### config.mk
export PLATFORM = sky130hd
export DESIGN_NAME = hamming_enc_stream
export DESIGN_NICKNAME = d
export VERILOG_FILES = /design/src/rtl/hamming_enc_stream.sv
export SDC_FILE = /design/constraint.sdc
export NUM_CORES = 1
export LEC_CHECK = 0
export ABC_CLOCK_PERIOD_IN_PS = 1510
export CAP_MARGIN = 20
export CORE_MARGIN = 5
export CORE_UTILIZATION = 42
export DETAILED_ROUTE_END_ITERATION = 8
export PLACE_DENSITY = 0.83
export SYNTH_ARGS = -nofsm -noshare
export SYNTH_HDL_FRONTEND = slang
export SYNTH_SLANG_ARGS = --single-unit
### constraint.sdc
create_clock -name clk -period 1.51 [get_ports clk]
set_clock_uncertainty 0.2 [all_clocks]
set_input_delay 0.3775 -clock clk [delete_from_list [all_inputs] [get_ports clk]]
set_output_delay 0.3775 -clock clk [all_outputs]
set_load 0.01 [all_outputs]
### src/rtl/hamming_enc_stream.sv
// Pipelined Hamming encoder with valid/ready stream, runtime odd/even parity, optional
// SEC-DED overall bit, single-bit error injection and a delivered-codeword counter.
module hamming_enc_stream #(
  parameter int DATA_W  = 11,
  parameter int EXT_PAR = 1,
  parameter int CNT_W   = 16,
  // Smallest R with 2^R >= DATA_W+R+1, tabulated for DATA_W up to 2036
  localparam int PAR_W = (DATA_W <= 1)    ? 2  :
                         (DATA_W <= 4)    ? 3  :
                         (DATA_W <= 11)   ? 4  :
                         (DATA_W <= 26)   ? 5  :
                         (DATA_W <= 57)   ? 6  :
                         (DATA_W <= 120)  ? 7  :
                         (DATA_W <= 247)  ? 8  :
                         (DATA_W <= 502)  ? 9  :
                         (DATA_W <= 1013) ? 10 : 11,
  localparam int CW_W  = DATA_W + PAR_W + EXT_PAR,
  localparam int POS_W = $clog2(CW_W)
) (
  input  logic              clk,
  input  logic              rst_n,
  input  logic              in_valid,
  output logic              in_ready,
  input  logic [DATA_W-1:0] in_data,
  input  logic              odd_par,
  input  logic              inj_en,
  input  logic [POS_W-1:0]  inj_pos,
  output logic              out_valid,
  input  logic              out_ready,
  output logic [CW_W-1:0]   out_data,
  input  logic              cnt_clr,
  output logic [CNT_W-1:0]  word_cnt
);

  localparam int HAM_N = DATA_W + PAR_W;

  logic [CW_W-1:0]  r_data;
  logic             r_valid;
  logic [CNT_W-1:0] r_cnt;

  logic [CW_W-1:0]  w_cw;
  logic [CW_W-1:0]  w_flip;
  logic             w_par;
  logic             w_accept;
  logic             w_out_hs;

  // Codeword index (position-1) of data bit idx: the idx-th non-power-of-two position.
  function automatic int data_pos(input int idx);
    int seen;
    int res;
    seen = 0;
    res  = 0;
    for (int k = 0; k < HAM_N; k++) begin
      if (((k + 1) & k) != 0) begin
        if (seen == idx) res = k;
        seen++;
      end
    end
    return res;
  endfunction

  always_comb begin
    w_cw  = '0;
    w_par = 1'b0;
    for (int i = 0; i < DATA_W; i++) begin
      w_cw[data_pos(i)] = in_data[i];
    end
    // Parity slots are still zero here, so each group sums only its data positions.
    for (int j = 0; j < PAR_W; j++) begin
      w_par = odd_par;
      for (int k = 0; k < HAM_N; k++) begin
        if ((((k + 1) >> j) & 1) == 1) w_par = w_par ^ w_cw[k];
      end
      w_cw[(1 << j) - 1] = w_par;
    end
    if (EXT_PAR != 0) begin
      w_cw[CW_W-1] = (^w_cw[CW_W-2:0]) ^ odd_par;
    end
  end

  // Shifting past the top bit yields zero, so out-of-range positions leave the word clean.
  assign w_flip = {{(CW_W-1){1'b0}}, inj_en} << inj_pos;

  assign in_ready = !r_valid || out_ready;
  assign w_accept = in_valid && in_ready;
  assign w_out_hs = r_valid && out_ready;

  always_ff @(posedge clk or negedge rst_n) begin
    if (!rst_n) begin
      r_data  <= '0;
      r_valid <= 1'b0;
    end else begin
      if (w_accept) begin
        r_data  <= w_cw ^ w_flip;
        r_valid <= 1'b1;
      end else if (w_out_hs) begin
        r_valid <= 1'b0;
      end
    end
  end

  always_ff @(posedge clk or negedge rst_n) begin
    if (!rst_n) begin
      r_cnt <= '0;
    end else if (cnt_clr) begin
      r_cnt <= '0;
    end else if (w_out_hs) begin
      r_cnt <= r_cnt + {{(CNT_W-1){1'b0}}, 1'b1};
    end
  end

  assign out_valid = r_valid;
  assign out_data  = r_data;
  assign word_cnt  = r_cnt;

endmodule
Fig. 1: run 1, power grid
Scale bar: 20 um. Pins as bars on the die edge.
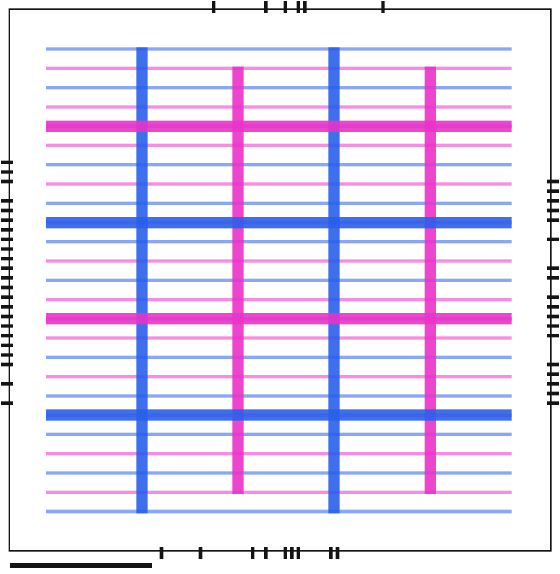
| net | color |
|---|---|
| VSS | blue |
| VDD | magenta |
met4 straps: 4
signal pins: 56
met1 rails: 25
met5 straps: 4
Die Ht: 76.2 um
Max rail drop VDD: 0.589 mV
Die W: 76.2 um
core outline area: 4290 um2

Fig. 2: run 1, cells colored by class
Scale bar: 20 um.
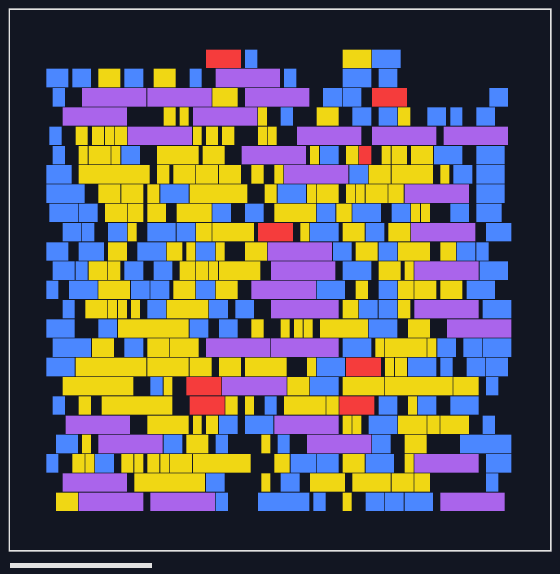
| class | color | cells |
|---|---|---|
| flops | purple | 33 |
| clock drivers and dummy loads | red | 8 |
| other buffers and delay cells | blue | 129 |
| all other logic | yellow | 158 |

==> impl_metrics.csv, run 1 <==
group,metric,value,unit
critical_path,cp-start-kind,"flop",
power_and_ir_drop,comb_power,842,uW
power_and_ir_drop,p_leak,1.57,nW
sta,finalCriticalPeriod,1.67,ns
detailed_routing,via_count,1939,
critical_path,critPathKind,"flop to flop",
clocking,cts_buffers,5,
power_and_ir_drop,maxPowerGroup,"registers",
logic_synthesis,synth.most_common_cell,"dfrtp_1",
grt,grtUsageMet3,0.0603,
detailed_routing,vias_per_cell,5.10,
critical_path,cp-end-kind,"flop",
logic_synthesis,netlist_area,1840,um2
power_and_ir_drop,power_frac_seq,0.396,
die,initial_core_util,0.429,
layout,area_growth,84.2,%
detailed_routing,dr_wl_met3,332,um
sta,tightest_slew,0.312,ns
place,dpl.hpwl,3750,um
critical_path,worstPathRequired,1.54,ns
sta,fin_ws,-0.165,ns
grt,grt_pass1_wl,9270,um
detailed_routing,dr.pass1.iters,4,
sta,tns,-1.07,ns
layout,final_cell_mix,"buf_4 (55), dfrtp_1 (31), buf_6 (30)",
sta,slew_violations,0,
clocking,worstSkewPairLatency,0.29,ns
logic_synthesis,edf_count,0,
place,gp_congestion,0.919,
die,chipArea,5810,um2
clocking,tritoncts,"done",
sta,rsz0062_at_grt,"true",
detailed_routing,wl_met2,3280,um
clocking,path_clk_slew,0.07,ns
critical_path,critPathMaxStageDelay,0.36,ns
grt,grt_pass1_vias,2044,
layout,drive_above_1_share,0.512,
clocking,clock_sinks,33,
clocking,cts_resized,191,
outcome,status,"finished, violations left",
flow_run,drv_cap,0,
hold_path,min_path_type,"input pin to flop",
detailed_routing,drtIter0Drc,58,
detailed_routing,met1_length,2210,um
grt,use_met1,0.198,
detailed_routing,routed.top_layer,"met4",
logic_synthesis,ys_area,1840,um2
power_and_ir_drop,switching_share,0.300,
logic_synthesis,top_area_frac,0.448,
critical_path,path_cells,"buf_6 -> and3_4 -> nand4_1 -> buf_4 -> or3_1 -> a21oi_2",
clocking,post_cts_buffers,11,
power_and_ir_drop,switchingPower,786,uW
flow_run,tool_warnings,29,
grt,grt_use_met2,0.367,
logic_synthesis,top_area_cell,"dfrtp_1",
grt,globalRoute.totalOverflow,0,
die,io_pins,56,
logic_synthesis,syn_avg_cell_area,9.26,um2
logic_synthesis,yosysUniqueCellTypes,28,
logic_synthesis,syn_nets,222,
grt,antenna_found_initial,0,
sta,fmax,597,MHz
grt,grt_usage,0.197,
logic_synthesis,yosys_cells,199,
sta,whs,0.202,ns
logic_synthesis,synthTopCellsByArea,"dfrtp_1 (45%), xnor2_1 (14%), xor2_1 (7.6%)",
logic_synthesis,ys_seq_share,0.448,
logic_synthesis,synth-main-ff-cell,"dfrtp_1",
logic_synthesis,numSynthFlops,33,
layout,fin_nets,350,
outcome,violations,"negative setup slack",
grt,top_usage_layer,"met2",
sta,fin_crit_sh,1.11,
power_and_ir_drop,comb_power_share,0.321,
die,rows,24,
logic_synthesis,postSynth.asyncResetShare,1.00,
power_and_ir_drop,powerSeq,1.04,mW
clocking,holdBufCountCts,0,
logic_synthesis,syn-instance-count,199,
sta,max_slew_margin,0.792,
power_and_ir_drop,clockPowerShare,0.283,
detailed_routing,routed_wl,6030,um
sta,setup_viol,16,
clocking,htreeDepth,2,
critical_path,cp.arrival,1.70,ns
power_and_ir_drop,pwr_density_cell,773,nW/um2
Fig. 3: run 1, clock wires, drivers and flops
Scale bar: 20 um.
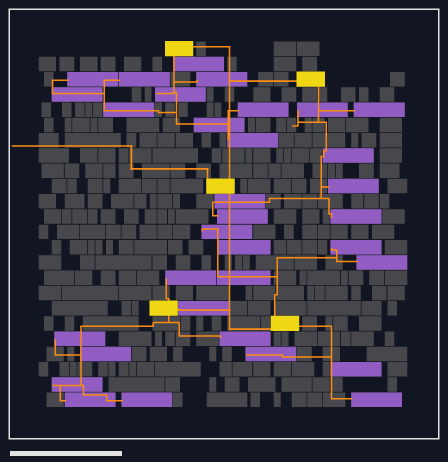
[clock wires] orange | length: 458 um
[cells driving clock nets] yellow | count: 5
[flip-flops] purple | count: 33
flops lie: spread over the die

run 1: through the flow:
stage / util / instances / area, um2 / total power [mW] / setup slack [ns]
4_1_cts: 0.754 / 368 / 3240 / 2.62 / -0.124
2_1_floorplan: - / 199 / 1900 / 1.39 / -0.154
6_report: 0.791 / 380 / 3390 / 2.62 / -0.165
3_5_place_dp: 0.674 / 349 / 2890 / 1.84 / -0.783
3_3_place_gp: 0.674 / 349 / 2890 / 1.81 / -0.718
5_1_grt: 0.791 / 380 / 3390 / 2.76 / -0.223
run 1: sequential cells by signal, indices dropped and copies added (netlist names):
register   cells
out_valid      1
word_cnt      16
out_data      16
run 1: worst max-delay path, delay by kind of cell, from the launching register on:
family,cells,cell delay (ns)
and+or+nand+nor,3,0.64
DFF,1,0.36
buffers and inverters,2,0.30
AOI/OAI and AO/OA,1,0.12
run 1: logic make-up (layout without fill, tap and decap cells):
kind of cell,count (synthesis),after routing,synth area share
AOI/OAI and AO/OA,24,24,0.0686
xor gates and xnor gates,48,48,0.247
buffers and inverters,9,138,0.0190
DFF,33,33,0.448
adders and majority gates,1,1,0.00679
and+or+nand+nor,84,84,0.210
run 1: layout make-up:
class	count	area, um2
clock buffers	7	96.3
clock inverters	1	5.00
fillers	301	900
inverters	1	3.75
multi-input cells	157	1310
flip-flops and latches	33	828
well taps	52	65.1
repair buffers	129	1090
run 1: worst paths after layout:
path | startpoint | end | slack, ns | cells past startpoint
worst max-delay path | word_cnt[8] | word_cnt[12] | -0.16 | 6
worst min-delay path | in_data[10] | out_data[14] | 0.20 | 3
worst max register to register | word_cnt[8] | word_cnt[12] | -0.16 | 6
worst min register to register | out_data[4] | out_data[4] | 0.28 | 2
max in group asynchronous | rst_n | word_cnt[3] | 0.67 | 2
min in group asynchronous | rst_n | word_cnt[0] | 0.25 | 2
==> run 2, diff against run 1 <==
--- a/config.mk
+++ b/config.mk
@@ -11,6 +11,7 @@
 export CORE_UTILIZATION = 42
 export DETAILED_ROUTE_END_ITERATION = 8
 export PLACE_DENSITY = 0.83
+export SLEW_MARGIN = 20
 export SYNTH_ARGS = -nofsm -noshare
 export SYNTH_HDL_FRONTEND = slang
 export SYNTH_SLANG_ARGS = --single-unit
Fig. 4: run 2, clock wires, drivers and flops
Scale bar: 20 um.
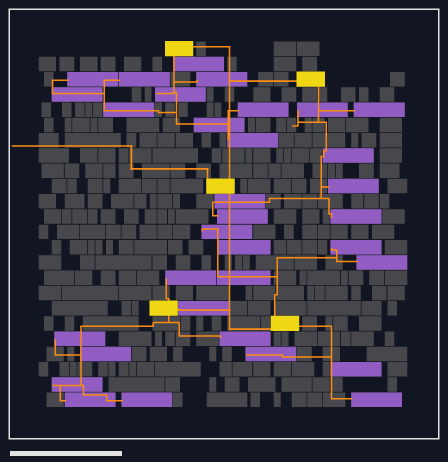
[clock wires] orange | length: 458 um
[cells driving clock nets] yellow | count: 5
[flip-flops] purple | count: 33
routed clock nets: 6
flops lie: spread over the die

==> impl_metrics.csv, run 2 <==
group,metric,value,unit
critical_path,cp-end-kind,"flop",
place,placed_area,2890,um2
sta,fin_ws,-0.165,ns
sta,rsz0062_at_grt,"true",
logic_synthesis,syn_nets,222,
sta,tns,-1.07,ns
detailed_routing,met1_length,2210,um
clocking,path_clk_slew,0.07,ns
critical_path,critPathMaxStageDelay,0.36,ns
grt,grt_usage,0.197,
hold_path,min_path_type,"input pin to flop",
logic_synthesis,yosys_cells,199,
logic_synthesis,ys_area,1840,um2
sta,max_slew_margin,0.792,
detailed_routing,dr.pass1.iters,4,
clocking,clock_sinks,33,
sta,finalCriticalPeriod,1.67,ns
detailed_routing,via_count,1939,
outcome,status,"finished, violations left",
die,io_pins,56,
clocking,cts_buffers,5,
grt,globalRoute.totalOverflow,0,
die,die_h,76.2,um
detailed_routing,routed_wl,6030,um
sta,tightest_slew,0.312,ns
logic_synthesis,synth.most_common_cell,"dfrtp_1",
die,core-area,4290,um2
logic_synthesis,numSynthFlops,33,
flow_run,tool_warnings,29,
sta,setup_viol,16,
outcome,violations,"negative setup slack",
layout,fill_cells,301,
layout,area_growth,84.2,%
critical_path,cp-start-kind,"flop",
logic_synthesis,edf_count,0,
layout,logic_area,1310,um2
power_and_ir_drop,finalPower,2.62,mW
layout,fin_nets,350,
critical_path,cp.arrival,1.70,ns
layout,final_cell_area,3390,um2
power_and_ir_drop,ir_worst_vdd,0.589,mV
logic_synthesis,netlist_area,1840,um2
logic_synthesis,synth-main-ff-cell,"dfrtp_1",
die,chipArea,5810,um2
layout,final_cell_mix,"buf_4 (55), dfrtp_1 (31), buf_6 (30)",
detailed_routing,vias_per_cell,5.10,
layout,seqCellArea,828,um2
critical_path,critPathKind,"flop to flop",
clocking,worstSkewPairLatency,0.29,ns
die,initial_core_util,0.429,
critical_path,path_cells,"buf_6 -> and3_4 -> nand4_1 -> buf_4 -> or3_1 -> a21oi_2",
layout,fin_util,0.791,
Fig. 5: run 2, cell outlines without signal wires
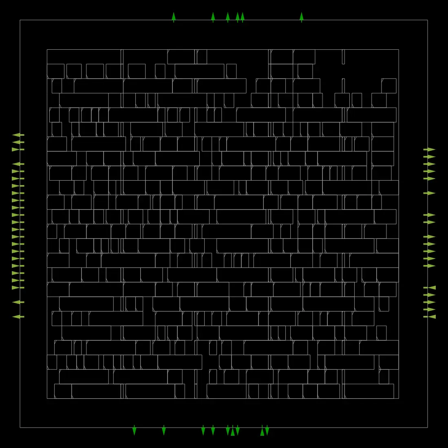
tap cells: 52
# rows: 24
Finished Layout Cells: 380

==> run 2: cell counts after synthesis <==
No cell type changed its count.
==> run 2: logic make-up after synthesis <==
family / synth area share
AOI/OAI and AO/OA: 0.0686
xor gates and xnor gates: 0.247
adders and majority gates: 0.00679
buffers and inverters: 0.0190
DFF: 0.448
and+or+nand+nor: 0.210
==> run 2: final timing paths <==
check	endpoint	startpoint	slack, ns	cells past startpoint
max in group asynchronous	word_cnt[3]	rst_n	0.67	2
max reg2reg	word_cnt[12]	word_cnt[8]	-0.16	6
max	word_cnt[12]	word_cnt[8]	-0.16	6
min	out_data[14]	in_data[10]	0.20	3
min reg2reg	out_data[4]	out_data[4]	0.28	2
min in group asynchronous	word_cnt[0]	rst_n	0.25	2
==> run 2: worst max-delay path, delay by kind of cell (launching register included) <==
| family | cells | cell delay [ns] |
|---|---|---|
| flops | 1 | 0.36 |
| buf+inv | 2 | 0.30 |
| simple gates | 3 | 0.64 |
| compound gates | 1 | 0.12 |
==> run 2: metal layers <==
metal,up-vias,GRT usage
li1,909,-
met1,938,0.198
met2,73,0.367
met3,19,0.0603
met4,0,0.0839
met5,-,0
==> run 2: report_power, final <==
group          leakage, nW  switching (mW)  internal, mW
clock network       0.0542           0.331         0.412
registers            0.427          0.0584         0.980
logic                 1.09           0.397         0.445
==> run 2: layout make-up <==
type / instances / share of cell area
multi-input combinational: 157 / 0.385
timing repair buffer: 129 / 0.321
sequential: 33 / 0.244
clock buffer: 7 / 0.0284
tap: 52 / 0.0192
clock inverter: 1 / 0.00147
inverter: 1 / 0.00111
==> run 2: timing repair <==
| action | CTS | global route |
|---|---|---|
| cloned | 0 | 0 |
| resized | 191 | 67 |
| setup buffers | 11 | 15 |
| pin swaps | 22 | 37 |
| endpoints found under the setup margin | 63 | 49 |
Fig. 6: run 2, cells colored by class
Scale bar: 20 um.
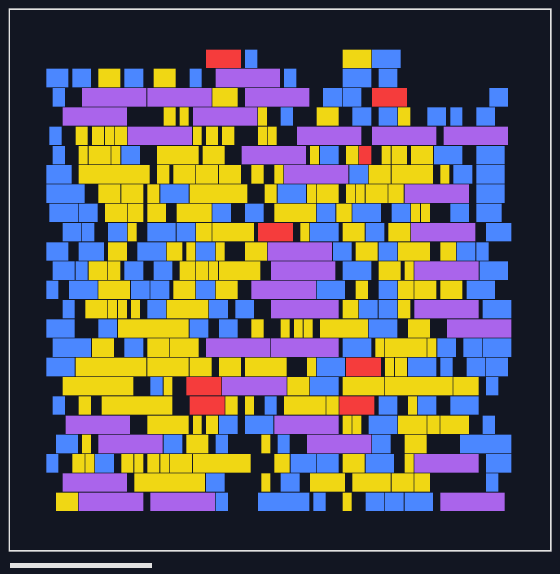

==> run 3, diff against run 2 <==
--- a/config.mk
+++ b/config.mk
@@ -7,10 +7,12 @@
 export LEC_CHECK = 0
 export ABC_CLOCK_PERIOD_IN_PS = 1510
 export CAP_MARGIN = 20
+export CELL_PAD_IN_SITES_DETAIL_PLACEMENT = 1
+export CELL_PAD_IN_SITES_GLOBAL_PLACEMENT = 1
 export CORE_MARGIN = 5
-export CORE_UTILIZATION = 42
+export CORE_UTILIZATION = 31
 export DETAILED_ROUTE_END_ITERATION = 8
-export PLACE_DENSITY = 0.83
+export PLACE_DENSITY = 0.82
 export SLEW_MARGIN = 20
 export SYNTH_ARGS = -nofsm -noshare
 export SYNTH_HDL_FRONTEND = slang
Fig. 7: run 3, cells colored by class
Scale bar: 20 um.
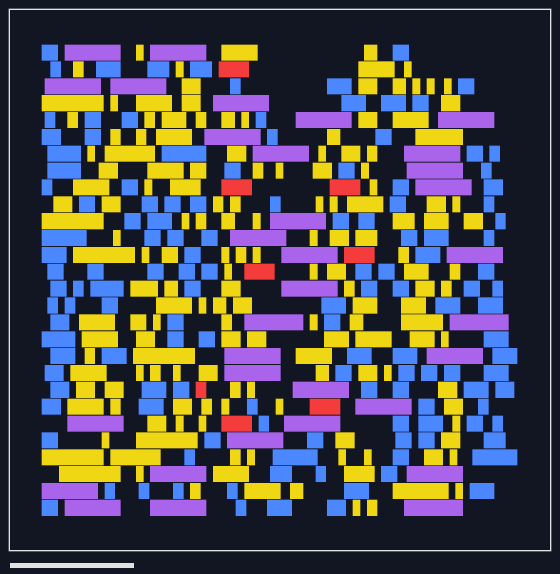
| class | color | cells |
|---|---|---|
| other buffers and delay cells | blue | 134 |
| clock drivers and dummy loads | red | 8 |
| flops | purple | 33 |
| all other logic | yellow | 158 |

Fig. 8: run 3, clock wires, drivers and flops
Scale bar: 20 um.
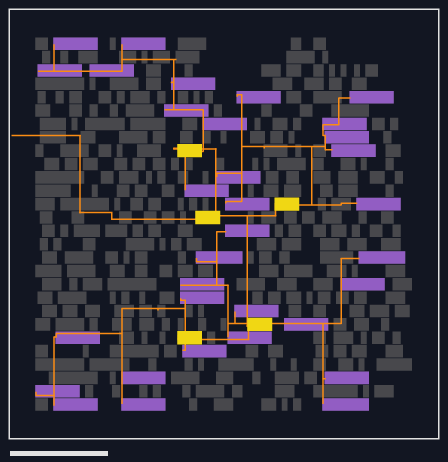
[clock wires] orange | length: 480 um
[flip-flops] purple | count: 33
[cells driving clock nets] yellow | count: 5
flops lie: spread over the die
worst skew pair latency: 0.28 ns
Clk. pwr: 741 uW
clock network fraction of design power: 0.267

==> impl_metrics.csv, run 3 <==
group,metric,value,unit
outcome,status,"finished, violations left",
outcome,violations,"negative setup slack",
die,initial_core_util,0.315,
critical_path,crit_path_top_delay_cell,"dfrtp_2",
layout,final_cells,408,
layout,fin_nets,355,
critical_path,r2r_end,"word_cnt[14]",
flow_run,drv_cap,0,
detailed_routing,routed_wl,7340,um
clocking,cts_buffers,5,
sta,tightest_slew,0.350,ns
critical_path,critPathKind,"flop to flop",
logic_synthesis,syn-instance-count,199,
critical_path,cp-end-kind,"flop",
detailed_routing,vias_per_cell,4.84,
sta,max_slew_margin,0.767,
clocking,clock_sinks,33,
die,die_h,87.1,um
grt,grt_usage,0.186,
power_and_ir_drop,p_leak,1.66,nW
flow_run,tool_warnings,29,
grt,antenna_found_initial,0,
layout,final_cell_area,3540,um2
logic_synthesis,ys_area,1840,um2
critical_path,cp.arrival,1.68,ns
die,chipArea,7590,um2
layout,fin_util,0.605,
detailed_routing,via_count,1974,
sta,tns,-1.95,ns
die,rows,28,
clocking,cts_root_buffer,"clkbuf_8",
critical_path,critPathMaxStageDelay,0.39,ns
critical_path,reg2reg_from,"word_cnt[3]",
logic_synthesis,synth-adder-area-share,0.00679,
sta,finalCriticalPeriod,1.71,ns
layout,mostFrequentLayoutCell,"buf_4",
logic_synthesis,netlist_area,1840,um2
grt,globalRoute.totalOverflow,0,
logic_synthesis,syn_nets,222,
critical_path,critical_path_depth,6,
logic_synthesis,synth.comb.largest_family,"XOR/XNOR gates",
critical_path,worstPathRequired,1.48,ns
logic_synthesis,mux_share,0,
die,core-area,5850,um2
hold_path,min_path_type,"input pin to asynchronous set/reset pin",
critical_path,r2r.worst_path.cells,6,
sta,fin_ws,-0.199,ns
logic_synthesis,yosys.area_share.simple,0.210,
clocking,path_clk_slew,0.07,ns
logic_synthesis,ys_sh_aoi,0.0686,
sta,rsz0062_at_grt,"true",
logic_synthesis,synth.most_common_cell,"dfrtp_1",
critical_path,cp_top_family,"simple AND/OR/NAND/NOR gates",
power_and_ir_drop,ir_worst_vdd,0.551,mV
die,io_pins,56,
critical_path,r2r_setup_slack,-0.20,ns
detailed_routing,dr.pass1.iters,4,
critical_path,cp-start-kind,"flop",
critical_path,timing.critical_path.buf_inv,1,
critical_path,path_cells,"and4_4 -> nand4_1 -> buf_4 -> nor3_1 -> xnor2_1 -> nor2_1",
layout,area_growth,92.2,%
logic_synthesis,numSynthFlops,33,
logic_synthesis,yosys_cells,199,
logic_synthesis,synth-xor-area-share,0.247,
power_and_ir_drop,finalPower,2.78,mW
place,placed_area,2930,um2
logic_synthesis,edf_count,0,
logic_synthesis,synth_warnings,0,
layout,final_cell_mix,"buf_4 (62), dfrtp_1 (30), nand2_1 (25), buf_6 (25), nor2_1 (21)",
sta,setup_viol,24,
## run 3: cell counts after synthesis
Identical to the previous run, type by type.
## run 3: final cells by class
type | instances | area (um2)
Clock buffer | 7 | 96.3
Clock inverter | 1 | 5.00
Tap cell | 75 | 93.8
Sequential cell | 33 | 830
Fill cell | 640 | 2310
Inverter | 1 | 3.75
Multi-Input combinational cell | 157 | 1380
Timing Repair Buffer | 134 | 1130
## run 3: worst max path at each step
stage           startpoint      endpoint  slack, ns
2_1_floorplan  word_cnt[5]  word_cnt[15]      -0.15
3_3_place_gp   in_data[10]  out_data[15]      -0.71
3_5_place_dp   in_data[10]  out_data[15]      -0.79
4_1_cts        word_cnt[3]  word_cnt[13]      -0.15
5_1_grt        word_cnt[3]  word_cnt[14]      -0.31
6_report       word_cnt[3]  word_cnt[14]      -0.20
## run 3: repair_timing
item	4_1_cts	5_1_grt
setup endpoints to repair	64	48
resized	209	66
setup buffers	21	15
hold buffers	0	0
pin swaps	38	37
## run 3: logic make-up after synthesis
group                    Yosys count
flip-flops                        33
buffers and inverters              9
adder cells (fa/ha/maj)            1
AND/OR/NAND/NOR                   84
AND-OR/OR-AND                     24
XOR/XNOR                          48
## run 3: per-layer routing
metal / global-route usage / routed length [um] / up-vias
li1: - / - / 913
met1: 0.186 / 2560 / 985
met2: 0.382 / 4250 / 59
met3: 0.0388 / 310 / 17
met4: 0.0446 / 213 / 0
met5: 0 / 0 / -
## run 3: power breakdown
group / total, mW / switching (mW) / internal, mW
Combinational: 0.995 / 0.467 / 0.529
Clock: 0.741 / 0.329 / 0.412
Sequential: 1.04 / 0.0602 / 0.980
Power and IR drop assume default switching activity.
